### config.mk
export PLATFORM = sky130hd
export DESIGN_NAME = program_loader
export DESIGN_NICKNAME = d
export VERILOG_FILES = /design/src/rtl/processor_pkg.sv /design/src/rtl/loader_timeout_counter.sv /design/src/rtl/program_loader.sv
export SDC_FILE = /design/constraint.sdc
export NUM_CORES = 1
export LEC_CHECK = 0
export CORE_MARGIN = 2
export CORE_UTILIZATION = 61
export CTS_BUF_LIST = sky130_fd_sc_hd__clkbuf_16
export DETAILED_ROUTE_END_ITERATION = 8
export PLACE_DENSITY = 0.84
export REMOVE_ABC_BUFFERS = 1
export SYNTH_ARGS = -nofsm -noshare
export SYNTH_HDL_FRONTEND = slang
export SYNTH_SLANG_ARGS = --single-unit
### constraint.sdc
create_clock -name clk -period 7.35 [get_ports clk]
set_input_delay 1.47 -clock clk [delete_from_list [all_inputs] [get_ports clk]]
set_output_delay 1.47 -clock clk [all_outputs]
set_load 0.02 [all_outputs]
### src/rtl/processor_pkg.sv
// Shared definitions for the program loader: FSM state encoding and the
// default frame start marker.
package processor_pkg;

    typedef enum logic [3:0] {
        ST_IDLE,
        ST_ADDR_HI,
        ST_ADDR_LO,
        ST_CNT_HI,
        ST_CNT_LO,
        ST_DATA_HI,
        ST_DATA_LO,
        ST_CHECK,
        ST_DONE,
        ST_ERROR
    } loader_state_e;

    localparam logic [7:0] SYNC_BYTE_DEFAULT = 8'hA5;

endpackage

### src/rtl/loader_timeout_counter.sv
// Inter-byte gap counter: counts idle cycles while enabled and flags expiry
// once the count reaches TIMEOUT_CYCLES.
module loader_timeout_counter #(
    parameter int TIMEOUT_CYCLES = 65535
) (
    input  logic clk,
    input  logic reset,
    input  logic clr,
    input  logic en,
    output logic expired
);

    localparam logic [15:0] LIMIT = 16'(TIMEOUT_CYCLES);

    logic [15:0] gap_cnt;

    // Saturates at the limit so expiry stays asserted until cleared.
    always_ff @(posedge clk or negedge reset) begin
        if (!reset) begin
            gap_cnt <= '0;
        end else if (clr) begin
            gap_cnt <= '0;
        end else if (en && gap_cnt != LIMIT) begin
            gap_cnt <= gap_cnt + 16'd1;
        end
    end

    assign expired = (gap_cnt == LIMIT);

endmodule

### src/rtl/program_loader.sv
// Framed byte-stream loader for the fetch stage instruction memory: parses
// SYNC/ADDR/CNT/DATA/CHK frames, writes 16-bit words and gates the fetch reset.
module program_loader
    import processor_pkg::*;
#(
    parameter logic [7:0] SYNC_BYTE      = SYNC_BYTE_DEFAULT,
    parameter int         MAX_WORDS      = 1024,
    parameter int         TIMEOUT_CYCLES = 65535
) (
    input  logic        clk,
    input  logic        reset,
    input  logic        byte_valid,
    input  logic [7:0]  byte_data,
    output logic        byte_ready,
    output logic        write_enable_fm,
    output logic [15:0] write_data_fm,
    output logic [31:0] write_addr_fm,
    output logic        rst_fm,
    output logic        busy,
    output logic        done,
    output logic        error,
    output logic [15:0] words_written
);

    localparam logic [15:0] MAX_CNT = 16'(MAX_WORDS);

    loader_state_e state, state_nxt;

    logic        accept;
    logic        in_frame;
    logic        timed_out;
    logic        sync_start;
    logic        last_word;
    logic [15:0] count_asm;
    logic [7:0]  addr_hi_q;
    logic [7:0]  cnt_hi_q;
    logic [7:0]  data_hi_q;
    logic [7:0]  chk_q;
    logic [15:0] base_q;
    logic [15:0] word_cnt_q;

    assign accept     = byte_valid & byte_ready;
    assign in_frame   = !(state inside {ST_IDLE, ST_DONE, ST_ERROR});
    assign sync_start = accept && !in_frame && (byte_data == SYNC_BYTE);
    assign count_asm  = {cnt_hi_q, byte_data};
    assign last_word  = ((words_written + 16'd1) == word_cnt_q);

    loader_timeout_counter #(
        .TIMEOUT_CYCLES(TIMEOUT_CYCLES)
    ) u_timeout (
        .clk    (clk),
        .reset  (reset),
        .clr    (!in_frame || accept),
        .en     (in_frame),
        .expired(timed_out)
    );

    always_ff @(posedge clk or negedge reset) begin
        if (!reset) begin
            state <= ST_IDLE;
        end else begin
            state <= state_nxt;
        end
    end

    // A stalled frame aborts even if a byte arrives on the expiry cycle.
    always_comb begin
        state_nxt = state;
        if (in_frame && timed_out) begin
            state_nxt = ST_ERROR;
        end else if (accept) begin
            case (state)
                ST_IDLE, ST_DONE, ST_ERROR: begin
                    if (byte_data == SYNC_BYTE) state_nxt = ST_ADDR_HI;
                end
                ST_ADDR_HI: state_nxt = ST_ADDR_LO;
                ST_ADDR_LO: state_nxt = ST_CNT_HI;
                ST_CNT_HI:  state_nxt = ST_CNT_LO;
                ST_CNT_LO: begin
                    if (count_asm > MAX_CNT)    state_nxt = ST_ERROR;
                    else if (count_asm == 16'd0) state_nxt = ST_CHECK;
                    else                         state_nxt = ST_DATA_HI;
                end
                ST_DATA_HI: state_nxt = ST_DATA_LO;
                ST_DATA_LO: state_nxt = last_word ? ST_CHECK : ST_DATA_HI;
                ST_CHECK:   state_nxt = (byte_data == chk_q) ? ST_DONE : ST_ERROR;
                default:    state_nxt = ST_IDLE;
            endcase
        end
    end

    // Header and high-byte capture; only meaningful inside a frame.
    always_ff @(posedge clk) begin
        if (accept) begin
            case (state)
                ST_ADDR_HI: addr_hi_q  <= byte_data;
                ST_ADDR_LO: base_q     <= {addr_hi_q, byte_data};
                ST_CNT_HI:  cnt_hi_q   <= byte_data;
                ST_CNT_LO:  word_cnt_q <= count_asm;
                ST_DATA_HI: data_hi_q  <= byte_data;
                default:    ;
            endcase
        end
    end

    always_ff @(posedge clk or negedge reset) begin
        if (!reset) begin
            byte_ready      <= 1'b0;
            rst_fm          <= 1'b1;
            busy            <= 1'b0;
            done            <= 1'b0;
            error           <= 1'b0;
            words_written   <= '0;
            chk_q           <= '0;
            write_enable_fm <= 1'b0;
            write_data_fm   <= '0;
            write_addr_fm   <= '0;
        end else begin
            byte_ready      <= 1'b1;
            write_enable_fm <= 1'b0;
            if (sync_start) begin
                done          <= 1'b0;
                error         <= 1'b0;
                words_written <= '0;
                chk_q         <= '0;
                busy          <= 1'b1;
                rst_fm        <= 1'b1;
            end
            if (accept && in_frame && state != ST_CHECK) begin
                chk_q <= chk_q ^ byte_data;
            end
            if (accept && state == ST_DATA_LO && !timed_out) begin
                write_enable_fm <= 1'b1;
                write_data_fm   <= {data_hi_q, byte_data};
                write_addr_fm   <= {16'h0000, base_q} + {16'h0000, words_written};
                words_written   <= words_written + 16'd1;
            end
            if (state_nxt == ST_ERROR && state != ST_ERROR) begin
                busy  <= 1'b0;
                error <= 1'b1;
            end
            if (state_nxt == ST_DONE && state != ST_DONE) begin
                busy   <= 1'b0;
                done   <= 1'b1;
                rst_fm <= 1'b0;
            end
        end
    end

endmodule

**Run 1: cell density map**

Scale bar: 20 um. The die is cut into 11 by 11 equal tiles; black is low, pale yellow is high, 0 to 100% covered.
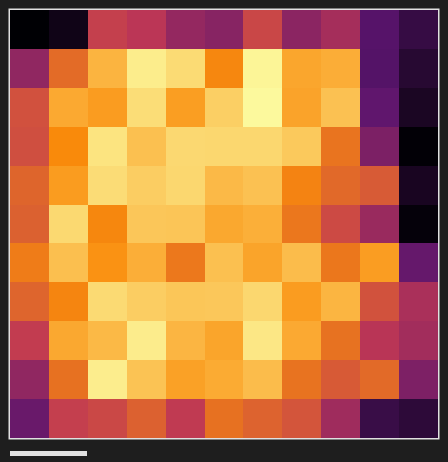
The mean over all tiles is 66%. 47% of the tiles are over 75% full. The fullest tile reaches 99%. 2.5% of the tiles are nearly empty.
Final Core Density: 0.7456
Init Core Util: 0.6316
Core Area: 10980 um2

**Run 1: the metal 2 layer**

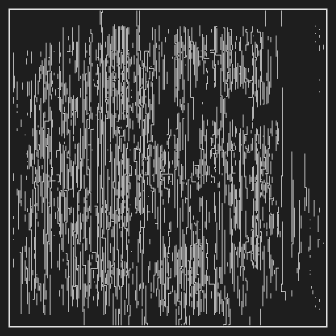
The wires run mostly vertical. 677 nets have wire on it.
Detailed Route WL: 16.32 mm
GR Util met2: 0.4687
via count: 5516

==> results.py, run 1 <==
# Metrics from the implementation run
metrics = {
    "run_status": {
        "outcome": "finished, final reports clean",
    },
    "synth": {
        "yosys.area.top_type": "dfrtp_1",
        "mux_share": 0.004690,
        "synth_top_area_share": 0.2958,
        "ys_ff": 139,
        "synth-simple-area-share": 0.1838,
    },
    "power": {
        "total_power_w": 0.002621,
        "pg_seq_w": 0.00109,
        "combPwrFrac": 0.271,
        "p_sw_w": 0.0008647,
    },
    "route": {
        "drt-initial-drc-count": 535,
        "drc_errors": 0,
        "top_layer": "met4",
        "wire_per_inst_um": 18.25,
    },
    "sta": {
        "tns_ns": 0,
        "setup_viol": 0,
        "hold_slack_ns": 0.4267,
        "fmax_mhz": 246.4,
    },
    "finish": {
        "largest_reg_flops": 17,
        "clockBufferCount": 18,
        "logic_gate_count": 502,
        "layout.nets": 771,
        "antennaDiodeCount": 0,
        "inv_count": 10,
        "area_share_nonclk_buffers": 0.08464,
        "layout.cells.most_common_list": "nand2_1 (112), dfrtp_1 (82), clkdlybuf4s50_1 (64), o21ai_0 (60), edfxtp_1 (56)",
        "largest_cell_class": "sequential cells",
    },
    "grt": {
        "top_usage_layer": "met2",
    },
    "clock_network": {
        "htree_levels": 4,
        "cts.repair_timing.setup_buffer_count": 0,
    },
    "floorplan": {
        "n_tap_cell": 140,
        "ios": 81,
    },
    "critical_path": {
        "crit_buf_inv": 3,
        "cpMaxStageDelayCell": "inv_1",
        "endpoint": "words_written[3]",
        "crit_arrival_ns": 4.32,
        "end_kind": "flip-flop",
    },
    "placement": {
        "place_area_um2": 7620,
        "portBuffers": 65,
    },
}
**Run 1: routing congestion**

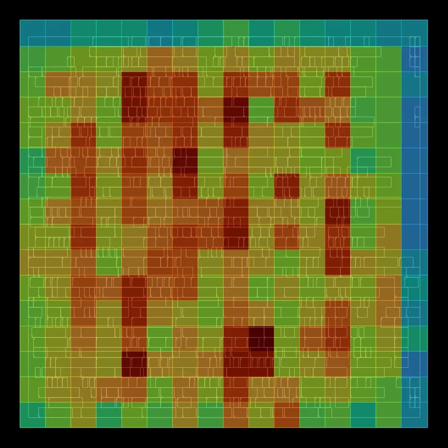
met3 usage: 0.06586
total track usage: 0.2800

**Run 1: the metal 1 layer**

Scale bar: 20 um.
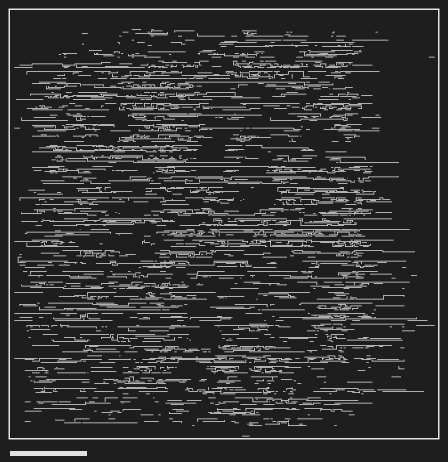
695 nets have wire on it. The longest straight run is 30.8 um. The layer holds 41% of the routed length.

==> run 1 -> run 2 <==
CORE_UTILIZATION = 51   (was 61)
PLACE_DENSITY = 0.75   (was 0.84)
clock period = 3.73 ns   (was 7.35 ns; I/O delays follow)
==> run 2 against run 1 <==
  * Flip-flop count is the same
  * Largest power group unchanged
  * Worst setup slack worse by 2.6 ns
  * Via count is 3.4% lower
  * Utilization decreased by 12 points
  * Area after synthesis is the same
  * Hold slack worse by 0.0053 ns
  * Wire length down 2.1%
  * Clock skew down 0.0013 ns
  * Clock power up 100%
  * Highest routed layer unchanged
  * Design area grew 1.6%
==> results.py, run 2 <==
# Metrics from the implementation run
metrics = {
    "grt": {
        "grt.total_usage": 0.2315,
    },
    "finish": {
        "layout.nets": 780,
        "logic_gate_count": 502,
        "area_share_nonclk_buffers": 0.09293,
        "clockBufferCount": 17,
        "antennaDiodeCount": 0,
        "layout.cells.most_common_list": "nand2_1 (112), dfrtp_1 (82), clkdlybuf4s50_1 (64), o21ai_0 (60), edfxtp_1 (56)",
        "largest_reg_flops": 17,
        "largest_cell_class": "sequential cells",
    },
    "route": {
        "wire_per_inst_um": 17.01,
        "drt-initial-drc-count": 534,
    },
    "synth": {
        "synth_top_area_share": 0.2958,
        "mux_share": 0.004690,
        "yosys.area.top_type": "dfrtp_1",
    },
    "placement": {
        "portBuffers": 65,
        "place_area_um2": 7745,
    },
    "clock_network": {
        "htree_levels": 4,
        "cts.repair_timing.setup_buffer_count": 0,
    },
    "sta": {
        "fmax_mhz": 333.6,
        "hold_slack_ns": 0.4215,
        "setup_viol": 0,
        "tns_ns": 0,
    },
    "critical_path": {
        "endpoint": "words_written[5]",
        "cpMaxStageDelayCell": "clkdlybuf4s50_1",
        "crit_buf_inv": 1,
    },
    "floorplan": {
        "ios": 81,
    },
    "run_status": {
        "outcome": "finished, final reports clean",
    },
}
**Run 2: routing congestion**

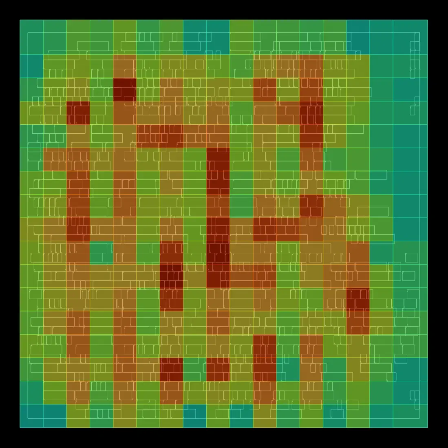
Final Core Density: 0.6283
met3 usage: 0.05613

**Run 2: signal metal coverage by tile**

Scale bar: 20 um. The die is cut into 24 by 24 equal tiles; black is low, pale yellow is high, scaled to the fullest tile. Values are wire area over tile area, all layers added.
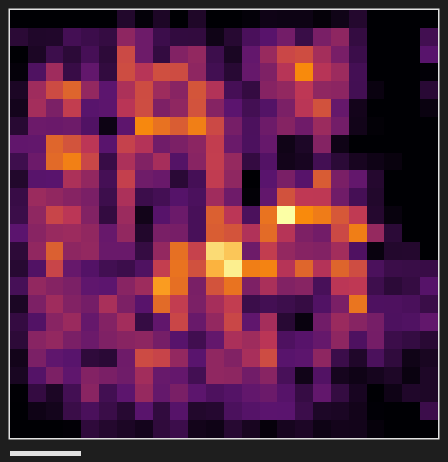
The densest ninth of the die: centre. The mean over all tiles is 0.18. 13% of the tiles are nearly empty. The fullest tile reaches 0.67.

**Run 2: the metal 2 layer**

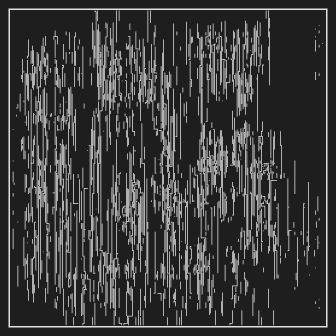
655 nets have wire on it. The layer carries 7660 um of wire.
Detailed Route WL: 15.97 mm
via count: 5330
GR Util met2: 0.3679

==> run 2 -> run 3 <==
CORE_UTILIZATION = 56   (was 51)
PLACE_DENSITY = 0.78   (was 0.75)
clock period = 2.9 ns   (was 3.73 ns; I/O delays follow)
==> run 3 against run 2 <==
  * Synthesized cell count did not move
  * Via count rose by 2.5%
  * Count of clock-buffer cells in the layout rose by 2
  * Die size fell by 8.6%
  * Sequential share of layout area fell by 1.0 points
  * Power rose by 34%
  * Non-clock buffer count rose by 19
  * Area after synthesis did not move
  * Combinational power rose by 35%
  * Largest power group unchanged
  * Highest routed layer unchanged
==> results.py, run 3 <==
# Metrics from the implementation run
metrics = {
    "grt": {
        "top_usage_layer": "met2",
    },
    "route": {
        "top_layer": "met4",
        "drt_wl_total_mm": 16.62,
        "wire_per_inst_um": 17.49,
        "drt-initial-drc-count": 511,
    },
    "critical_path": {
        "endpoint": "write_addr_fm[16]",
        "crit_buf_inv": 1,
        "crit_arrival_ns": 3.05,
        "cpMaxStageDelayCell": "a2111oi_1",
    },
    "sta": {
        "setup_viol": 0,
        "hold_slack_ns": 0.2167,
        "tns_ns": 0,
    },
    "synth": {
        "ys_ff": 139,
        "mux_share": 0.004690,
        "synth-simple-area-share": 0.1838,
        "synth_top_area_share": 0.2958,
        "yosys.area.top_type": "dfrtp_1",
    },
    "finish": {
        "layout.cells.most_common_list": "nand2_1 (112), dfrtp_1 (82), clkdlybuf4s50_1 (64), o21ai_0 (60), edfxtp_1 (56)",
        "largest_reg_flops": 17,
        "inv_count": 10,
        "layout.nets": 799,
        "clockBufferCount": 19,
        "antennaDiodeCount": 0,
    },
    "power": {
        "pg_seq_w": 0.00273,
    },
    "placement": {
        "portBuffers": 65,
    },
    "run_status": {
        "outcome": "finished, final reports clean",
    },
    "floorplan": {
        "ios": 81,
    },
}
**Run 3: the metal 1 layer**

Scale bar: 20 um.
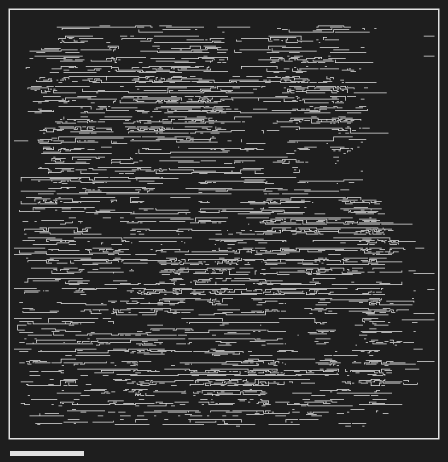
725 nets have wire on it. The layer holds 44% of the routed length. The longest straight run is 33.6 um.

**Run 3: cell density map**

Scale bar: 20 um. The die is cut into 12 by 12 equal tiles; black is low, pale yellow is high, 0 to 100% covered.
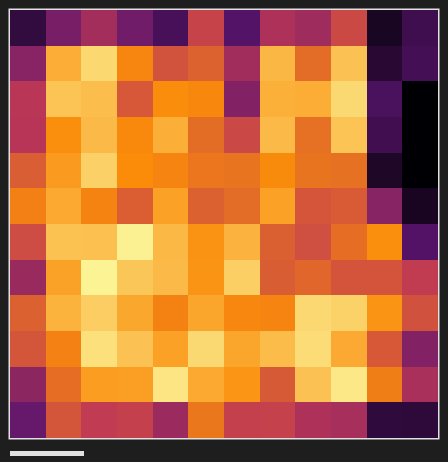
The mean over all tiles is 63%. The fullest tile reaches 97%. The emptiest ninth of the die: upper right. 2.1% of the tiles are nearly empty.
Core Area: 12060 um2
Init Core Util: 0.5751
Final Core Density: 0.7061

**Run 3: routing congestion**

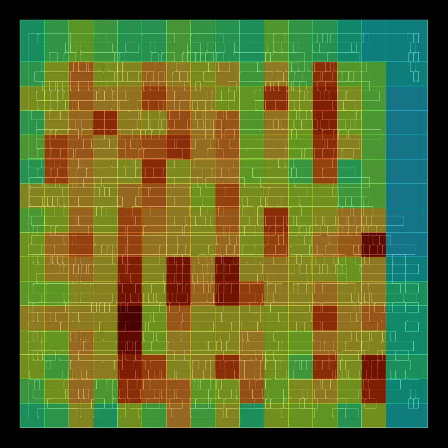
GR Util met1: 0.3534
met3 usage: 0.06326
GR Util met2: 0.4337
total track usage: 0.2673

Power figures rest on the tool's default switching activity, not on a simulated workload.
